<file path="src/rtl/ex_stage.sv">
// Execute stage: operand forwarding, ALU, iterative 8x8 multiplier, CCR with shadow copy,
// and branch resolution. busy/flush_out steer the upstream pipeline latches.
module ex_stage #(
    parameter int W       = 8,
    parameter int MUL_CYC = 8
) (
    input  logic         clk,
    input  logic         reset,
    input  logic         flush_in,
    input  logic [1:0]   ra,
    input  logic [1:0]   rb,
    input  logic [W-1:0] R_ra,
    input  logic [W-1:0] R_rb,
    input  logic [W-1:0] imm,
    input  logic         imm_sel,
    input  logic [3:0]   alu_op,
    input  logic [4:0]   flag_ctl,
    input  logic         save_flags,
    input  logic [2:0]   bu,
    input  logic         exm_rw,
    input  logic [1:0]   exm_rd,
    input  logic [W-1:0] exm_data,
    input  logic         mwb_rw,
    input  logic [1:0]   mwb_rd,
    input  logic [W-1:0] mwb_data,
    output logic [W-1:0] alu_res,
    output logic [W-1:0] opb_fwd,
    output logic [3:0]   ccr,
    output logic         br_taken,
    output logic         flush_out,
    output logic         busy,
    output logic [1:0]   mul_state
);

    localparam int CW = (MUL_CYC > 1) ? $clog2(MUL_CYC) : 1;

    typedef enum logic [1:0] {
        S_IDLE = 2'd0,
        S_RUN  = 2'd1,
        S_DONE = 2'd2
    } state_t;

    state_t          state;
    logic [CW-1:0]   cnt;
    logic [2*W-1:0]  prod;
    logic [2*W-1:0]  mcand;
    logic [W-1:0]    mplier;
    logic [3:0]      shadow;

    logic [W-1:0]    opa;
    logic [W-1:0]    opb;
    logic [W-1:0]    res;
    logic            fz, fn, fc, fv;
    logic [3:0]      flags_new;
    logic            br_cond;

    // Ex/M is the younger producer, so it wins over M/WB on a double match.
    always_comb begin
        opa = R_ra;
        if (exm_rw && exm_rd == ra)
            opa = exm_data;
        else if (mwb_rw && mwb_rd == ra)
            opa = mwb_data;

        opb_fwd = R_rb;
        if (exm_rw && exm_rd == rb)
            opb_fwd = exm_data;
        else if (mwb_rw && mwb_rd == rb)
            opb_fwd = mwb_data;
    end

    // Store data stays the forwarded register value; imm only replaces the ALU's B input.
    assign opb = imm_sel ? imm : opb_fwd;

    always_comb begin
        res = '0;
        fc  = ccr[2];
        fv  = ccr[3];
        case (alu_op)
            4'h0: res = opb;
            4'h1: begin
                {fc, res} = {1'b0, opa} + {1'b0, opb};
                fv = (opa[W-1] == opb[W-1]) && (res[W-1] != opa[W-1]);
            end
            4'h2: begin
                {fc, res} = {1'b0, opa} - {1'b0, opb};
                fv = (opa[W-1] != opb[W-1]) && (res[W-1] != opa[W-1]);
            end
            4'h3: res = opa & opb;
            4'h4: res = opa | opb;
            4'h5: begin
                res = {opb[W-2:0], ccr[2]};
                fc  = opb[W-1];
            end
            4'h6: begin
                res = {ccr[2], opb[W-1:1]};
                fc  = opb[0];
            end
            4'h7: begin
                res = opb;
                fc  = 1'b1;
            end
            4'h8: begin
                res = opb;
                fc  = 1'b0;
            end
            4'h9: res = ~opb;
            4'hA: begin
                {fc, res} = (W+1)'(0) - {1'b0, opb};
                fv = opb[W-1] && res[W-1];
            end
            4'hB: begin
                {fc, res} = {1'b0, opb} + (W+1)'(1);
                fv = !opb[W-1] && res[W-1];
            end
            4'hC: begin
                {fc, res} = {1'b0, opb} - (W+1)'(1);
                fv = opb[W-1] && !res[W-1];
            end
            4'hD: res = opa;
            4'hE: res = '0;
            4'hF: begin
                res = prod[W-1:0];
                fc  = |prod[2*W-1:W];
            end
            default: res = '0;
        endcase
        fz = (res == '0);
        fn = res[W-1];
        flags_new = (alu_op == 4'hE) ? ccr : {fv, fc, fn, fz};
    end

    assign alu_res   = res;
    assign busy      = (state == S_IDLE && alu_op == 4'hF && !flush_in) || (state == S_RUN);
    assign mul_state = state;

    always_ff @(posedge clk) begin
        if (!reset) begin
            ccr    <= '0;
            shadow <= '0;
        end else if (!busy && !flush_in) begin
            if (save_flags)
                shadow <= ccr;
            if (flag_ctl[4])
                ccr <= shadow;
            else
                ccr <= (flags_new & flag_ctl[3:0]) | (ccr & ~flag_ctl[3:0]);
        end
    end

    // DONE always returns to IDLE so the MUL still held on the inputs cannot restart.
    always_ff @(posedge clk) begin
        if (!reset) begin
            state  <= S_IDLE;
            cnt    <= '0;
            prod   <= '0;
            mcand  <= '0;
            mplier <= '0;
        end else begin
            case (state)
                S_IDLE: begin
                    if (alu_op == 4'hF && !flush_in) begin
                        mcand  <= {{W{1'b0}}, opa};
                        mplier <= opb;
                        prod   <= '0;
                        cnt    <= '0;
                        state  <= S_RUN;
                    end
                end
                S_RUN: begin
                    if (flush_in) begin
                        state <= S_IDLE;
                    end else begin
                        if (mplier[0])
                            prod <= prod + mcand;
                        mcand  <= mcand << 1;
                        mplier <= mplier >> 1;
                        cnt    <= cnt + 1'b1;
                        if (cnt == CW'(MUL_CYC - 1))
                            state <= S_DONE;
                    end
                end
                S_DONE:  state <= S_IDLE;
                default: state <= S_IDLE;
            endcase
        end
    end

    always_comb begin
        case (bu)
            3'd1:    br_cond = ccr[0];
            3'd2:    br_cond = ccr[1];
            3'd3:    br_cond = ccr[2];
            3'd4:    br_cond = ccr[3];
            3'd5,
            3'd6,
            3'd7:    br_cond = 1'b1;
            default: br_cond = 1'b0;
        endcase
    end

    assign br_taken  = br_cond && !busy && !flush_in;
    assign flush_out = br_taken;

endmodule

</file>
<file path="config.mk">
export PLATFORM = sky130hd
export DESIGN_NAME = ex_stage
export DESIGN_NICKNAME = d
export VERILOG_FILES = /design/src/rtl/ex_stage.sv
export SDC_FILE = /design/constraint.sdc
export NUM_CORES = 1
export LEC_CHECK = 0
export ABC_AREA = 1
export CAP_MARGIN = 10
export CORE_MARGIN = 2
export CORE_UTILIZATION = 62
export CTS_BUF_LIST = sky130_fd_sc_hd__clkbuf_2 sky130_fd_sc_hd__clkbuf_4 sky130_fd_sc_hd__clkbuf_8
export CTS_CLUSTER_SIZE = 16
export DETAILED_ROUTE_END_ITERATION = 10
export HOLD_SLACK_MARGIN = 0.15
export PLACE_DENSITY = 0.87
export SYNTH_ARGS = -nofsm -noshare
export SYNTH_HDL_FRONTEND = slang
export SYNTH_SLANG_ARGS = --single-unit
</file>
<file path="constraint.sdc">
create_clock -name clk -period 6.7 [get_ports clk]
set_clock_uncertainty 0.2 [all_clocks]
set_input_delay 0.67 -clock clk [delete_from_list [all_inputs] [get_ports clk]]
set_output_delay 0.67 -clock clk [all_outputs]
set_load 0.01 [all_outputs]
</file>
Figure 1. Placed cells, one color a class.
Scale: 4 px per um.
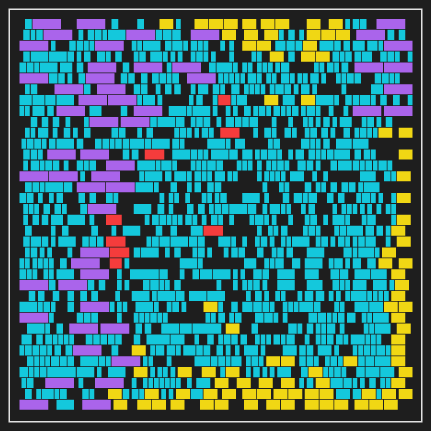
color	class	cells	share of their area
purple	sequential cells	53	15%
cyan	remaining logic cells	912	70%
red	clock drivers and dummy loads	8	1.4%
yellow	remaining buffers and delay cells	91	13%
core area: 0.00964 sq mm
number of standard-cell rows in the floorplan: 36
post-route cell area: 0.00708 sq mm
fraction of the core area covered by cells at the end of the flow: 73.5%

Figure 2. Drive-strength map.
Scale: 4 px per um.
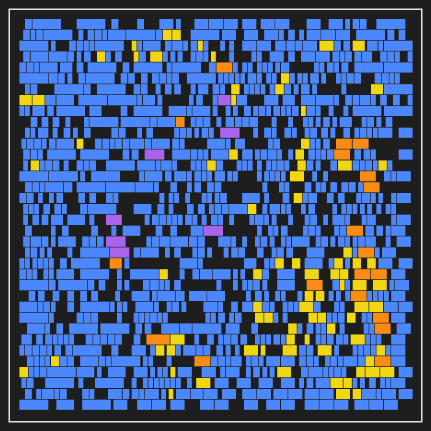
color	size	cells	share	most used
purple	x6 and larger	7	0.66%	clkbuf_8
yellow	x2	82	7.7%	or2_2
blue	x1 and smaller	956	90%	nand2_1
orange	x3 and x4	19	1.8%	nand2_4
smallest setup slack after layout: 1.10 ns
Area growth, synth to finish: 17.0%

==> PnR_summary.wiki <==
=== Physical design figures ===
{| class="wikitable"
! Metric !! Value
|-
| Leftover overflow at the end of global routing || 0
|-
| Capturing element of the worst setup path || alu_res[5]
|-
| Cell with the most instances after synthesis || sky130_fd_sc_hd__nand2_1
|-
| NetSw || 0.413 mW
|-
| Source of the critical timing path || mwb_rd[1]
|-
| Post-route clock period utilization || 83.6%
|-
| Syn nets || about 1,100
|-
| Highest Clock Rate || ~180 MHz
|-
| Most used cell, CP || sky130_fd_sc_hd__nand2_1
|-
| Worst hold start || shadow[3]
|-
| Sequential share of power || approximately a third
|-
| Mean area per synthesized cell || roughly 6.1 sq um
|-
| Logic depth of the worst setup path including buffers || 23
|-
| Diode insertion count for antenna repair || 0
|-
| Count of inverters other than clock inverters in the layout || about 120
|-
| Met3 wirelength from detailed routing || 1.40 mm
|-
| Sequential fraction of total cell area || between 10% and 20%
|-
| Num tapcells || between 100 and 150
|-
| Reg2Reg Depth || 13
|-
| Number of enable flip-flop cells || 0
|-
| Worst Hold Endpoint || shadow[3]
|-
| Startpoint of the worst register-to-register path || mul_state[0]
|-
| Via count of the first global-routing pass || 6,146
|-
| Number of fill cells in the layout || about 900
|-
| Post-route antenna net violation count || 0
|-
| Leakage power of the design || 3.30 nW
|-
| Most instantiated flip-flop cell in the synthesis netlist || sky130_fd_sc_hd__dfxtp_1
|-
| Portion of total power attributed to combinational logic || 46.1%
|-
| Leading power group || combinational logic
|-
| Ys flops || about 53
|-
| I/O Pins || between 90 and 100
|-
| Power of the combinational group || 0.456 mW
|-
| Syn. warnings || 0
|-
| Worst Setup Start Kind || input pin
|-
| Nonclk buf count || about 91
|-
| Clock network fraction of design power || between 20 and 25%
|-
| Synthesized area || roughly 0.0060 sq mm
|-
| Commonest cells after routing, fill and taps aside || 251 x sky130_fd_sc_hd__nand2_1, 106 x sky130_fd_sc_hd__a21oi_1, 104 x sky130_fd_sc_hd__inv_1
|-
| FFs & Latches || around 53
|-
| Number of warnings in the stage logs || 46
|-
| Post-CTS Repair Setup Buffers || 0
|-
| Number of H-tree levels || 2
|-
| Clock tree from TritonCTS || built
|-
| Final setup vio count || 0
|-
| Share of final layout cell area taken by non-clock buffers || 12.9%
|-
| Final hold viol count || 0
|-
| Area of the multi-input gates || ~0.0044 sq mm
|-
| Area of all sequential standard cells || around 0.0011 sq mm
|-
| Power per cell area || roughly 140 mW/mm^2
|-
| Critical-path top delay cell || sky130_fd_sc_hd__clkdlybuf4s50_1
|-
| Clock root buffer || sky130_fd_sc_hd__clkbuf_8
|-
| Routed metal-1 wire length || between 8 and 9 mm
|-
| Largest net degree at the start of global routing || 33
|-
| Area contributors post-synth || sky130_fd_sc_hd__dfxtp_1 18%, sky130_fd_sc_hd__nand2_1 16%, sky130_fd_sc_hd__ha_1 9.7%
|-
| Nets || 1,180
|-
| Highest signal layer in the routed design || met4
|-
| Critical path start-end classification || in2out
|-
| Crit path capture type || output port
|-
| Hold buffer count at CTS || 0
|-
| Internal reg-to-reg setup slack || 2.77 ns
|-
| Count of clock buffers in the final design || 5
|-
| Tightest Pin Transition || between 1 and 1.5 ns
|-
| Starting density of the core || about 63%
|-
| Number of antenna violations at the first check in global routing || 0
|-
| Top-area cell share || 17.5%
|-
| Async SR Flop Fraction || 0%
|-
| Largest fanout of any net on the critical path || 12
|-
| Gpl congestion || between 1 and 1.5
|-
| Worst hold margin || about 0.27 ns
|-
| Post-synth top cells || 251 x sky130_fd_sc_hd__nand2_1, 106 x sky130_fd_sc_hd__a21oi_1, 104 x sky130_fd_sc_hd__inv_1
|-
| Sinks on the clock net || around 53
|-
| CP arrival || roughly 4.7 ns
|-
| IO Port Bufs || slightly above 90
|-
| Crit-path max cell delay || between 0.5 and 0.6 ns
|-
| Final max-slew violation count || 0
|-
| Clock period minus final worst setup slack || between 5 and 6 ns
|-
| Resized Gates After CTS || 0
|-
| Wire length of the first global-routing pass || around 30 mm
|-
| CP cell instances || clkdlybuf4s50_1 -> nand2_1 -> nand2_1 -> nand3_2 -> nand2_1 -> nand2_1 -> nand2_1 -> nand3_1 -> nand2_2 -> ha_1 -> nor2_1 -> nand3_1 -> o21ai_0 -> a21oi_1 -> o21ai_0 -> nand2_1 -> nor2_1 -> nand2_1 -> a21oi_1 -> nand3_1 -> nand2_1 -> inv_1 -> clkdlybuf4s50_1
|-
| Sequential-cell power consumption || 0.331 mW
|-
| Number of instances on the worst hold path || 2
|-
| Largest cell class by area || logic gates
|-
| Internal portion of total power || 0.577 mW
|-
| Max Cap Violations || 0
|-
| Clock buffer count from CTS || 5
|-
| Cell accounting for the most synthesized area || sky130_fd_sc_hd__dfxtp_1
|-
| P_clk || 0.202 mW
|-
| Gate family responsible for the most delay along the worst path || simple AND/OR/NAND/NOR gates
|-
| Outcome || finished clean
|-
| Most instantiated logic cell after routing || sky130_fd_sc_hd__nand2_1
|-
| Chip area line of the yosys report || between 0.006 and 0.007 sq mm
|-
| Count of mapped cells out of synthesis || around 990
|-
| Critical Path RT || 5.83 ns
|-
| Floorplan die height || 103 um
|-
| Worst slew slack as a fraction of its limit || roughly 30%
|-
| Fraction of the yosys area taken by sequential cells || roughly 18%
|-
| Peak supply drop || 130 uV
|-
| Switching Share || a little over two fifths
|-
| Multi-input gate share of total cell area || between 60 and 70%
|-
| Number of standard cells reported by yosys || 988
|-
| Length of routed met2 wiring || 8.84 mm
|-
| Post-Place Worst Slack || between 1 and 1.5 ns
|-
| Detailed-route DRC error count || 0
|-
| Setup repair after global routing missed its margin || no
|-
| Aggregate negative setup slack || 0 ns
|-
| Worst min-delay path category || reg2reg
|-
| Vias/cell || 5.75
|-
| Register clock-pin slew on the reported worst setup and hold paths || approximately 0.12 ns
|-
| Worst R2R End || prod[5]
|-
| Clk cell area share || under 10%
|-
| Combined buffer and inverter count along the critical path || 3
|-
| Iteration-0 DRC count of the detailed router || roughly 470
|-
| Maximum clock insertion buffer count || 2
|-
| Total die size || around 0.011 sq mm
|-
| Width of the die || approximately 100 um
|-
| Number of distinct library cells after synthesis || 50
|-
| Combinational gates || around 800
|-
| Number of optimization iterations in the first detailed-route pass || 7
|}
Figure 3. Met1 routing.
Scale: 4 px per um.
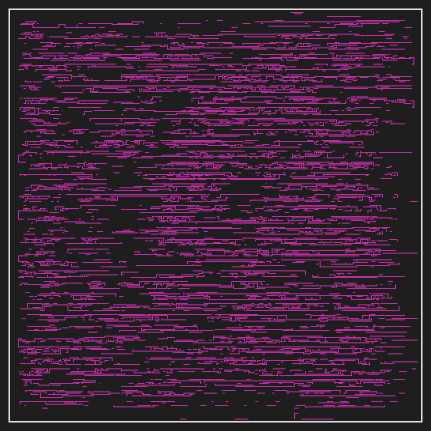
share of all routed wire	43%
nets with wire on the layer	1,069
routed wire length: 19.1 mm
GR Util met1: 46.8%
vias: 6,886

Figure 4. Congestion heat map.
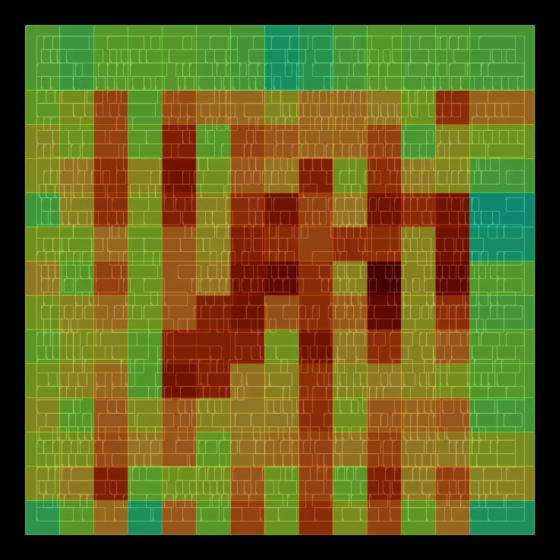
detail-routed net length per standard cell: 16.0 um
Top Usage Layer GRT: met2
met3 track utilization from global routing: 6.03%
GRT Overall Usage: 35.8%
met2 Resource Use GR: 58.0%

==> state kept, by name, indices dropped and copies added, names as in the netlist, named ones only <==
signal,count
cnt,3
mcand,16
shadow,4
mplier,8
prod,16
mul_state,2
==> cells by family after synthesis <==
group / after synthesis / share of synthesized area, %
AOI/OAI and AO/OA: 221 / 20.2
adders and majority gates: 50 / 10.7
DFF: 53 / 17.5
and+or+nand+nor: 515 / 40.6
buffers and inverters: 140 / 9.70
xor gates and xnor gates: 9 / 1.30
==> worst register-to-register path, stage by stage, from the launching register on <==
cell and delay, ns:
sky130_fd_sc_hd__dfxtp_1 0.42, sky130_fd_sc_hd__inv_1 0.07, sky130_fd_sc_hd__nor2_2 0.79, sky130_fd_sc_hd__inv_2 0.35, sky130_fd_sc_hd__nor2_1 0.21, sky130_fd_sc_hd__inv_2 0.07, sky130_fd_sc_hd__nand2_2 0.34, sky130_fd_sc_hd__inv_2 0.32
sky130_fd_sc_hd__a21oi_2 0.24, sky130_fd_sc_hd__nand2_2 0.18, sky130_fd_sc_hd__clkinv_2 0.23, sky130_fd_sc_hd__o21ai_0 0.12, sky130_fd_sc_hd__a21o_1 0.17, sky130_fd_sc_hd__a21oi_1 0.13
==> stage by stage <==
stage	cells	power, mW	area (sq um)	util (%)
2_1_floorplan	988	0.627	6050	-
3_3_place_gp	1189	0.781	6980	72.4
3_5_place_dp	1189	0.783	6980	72.4
4_1_cts	1197	0.981	7080	73.5
5_1_grt	1197	1.05	7080	73.5
6_report	1197	0.990	7080	73.5
Power and IR drop assume default switching activity.
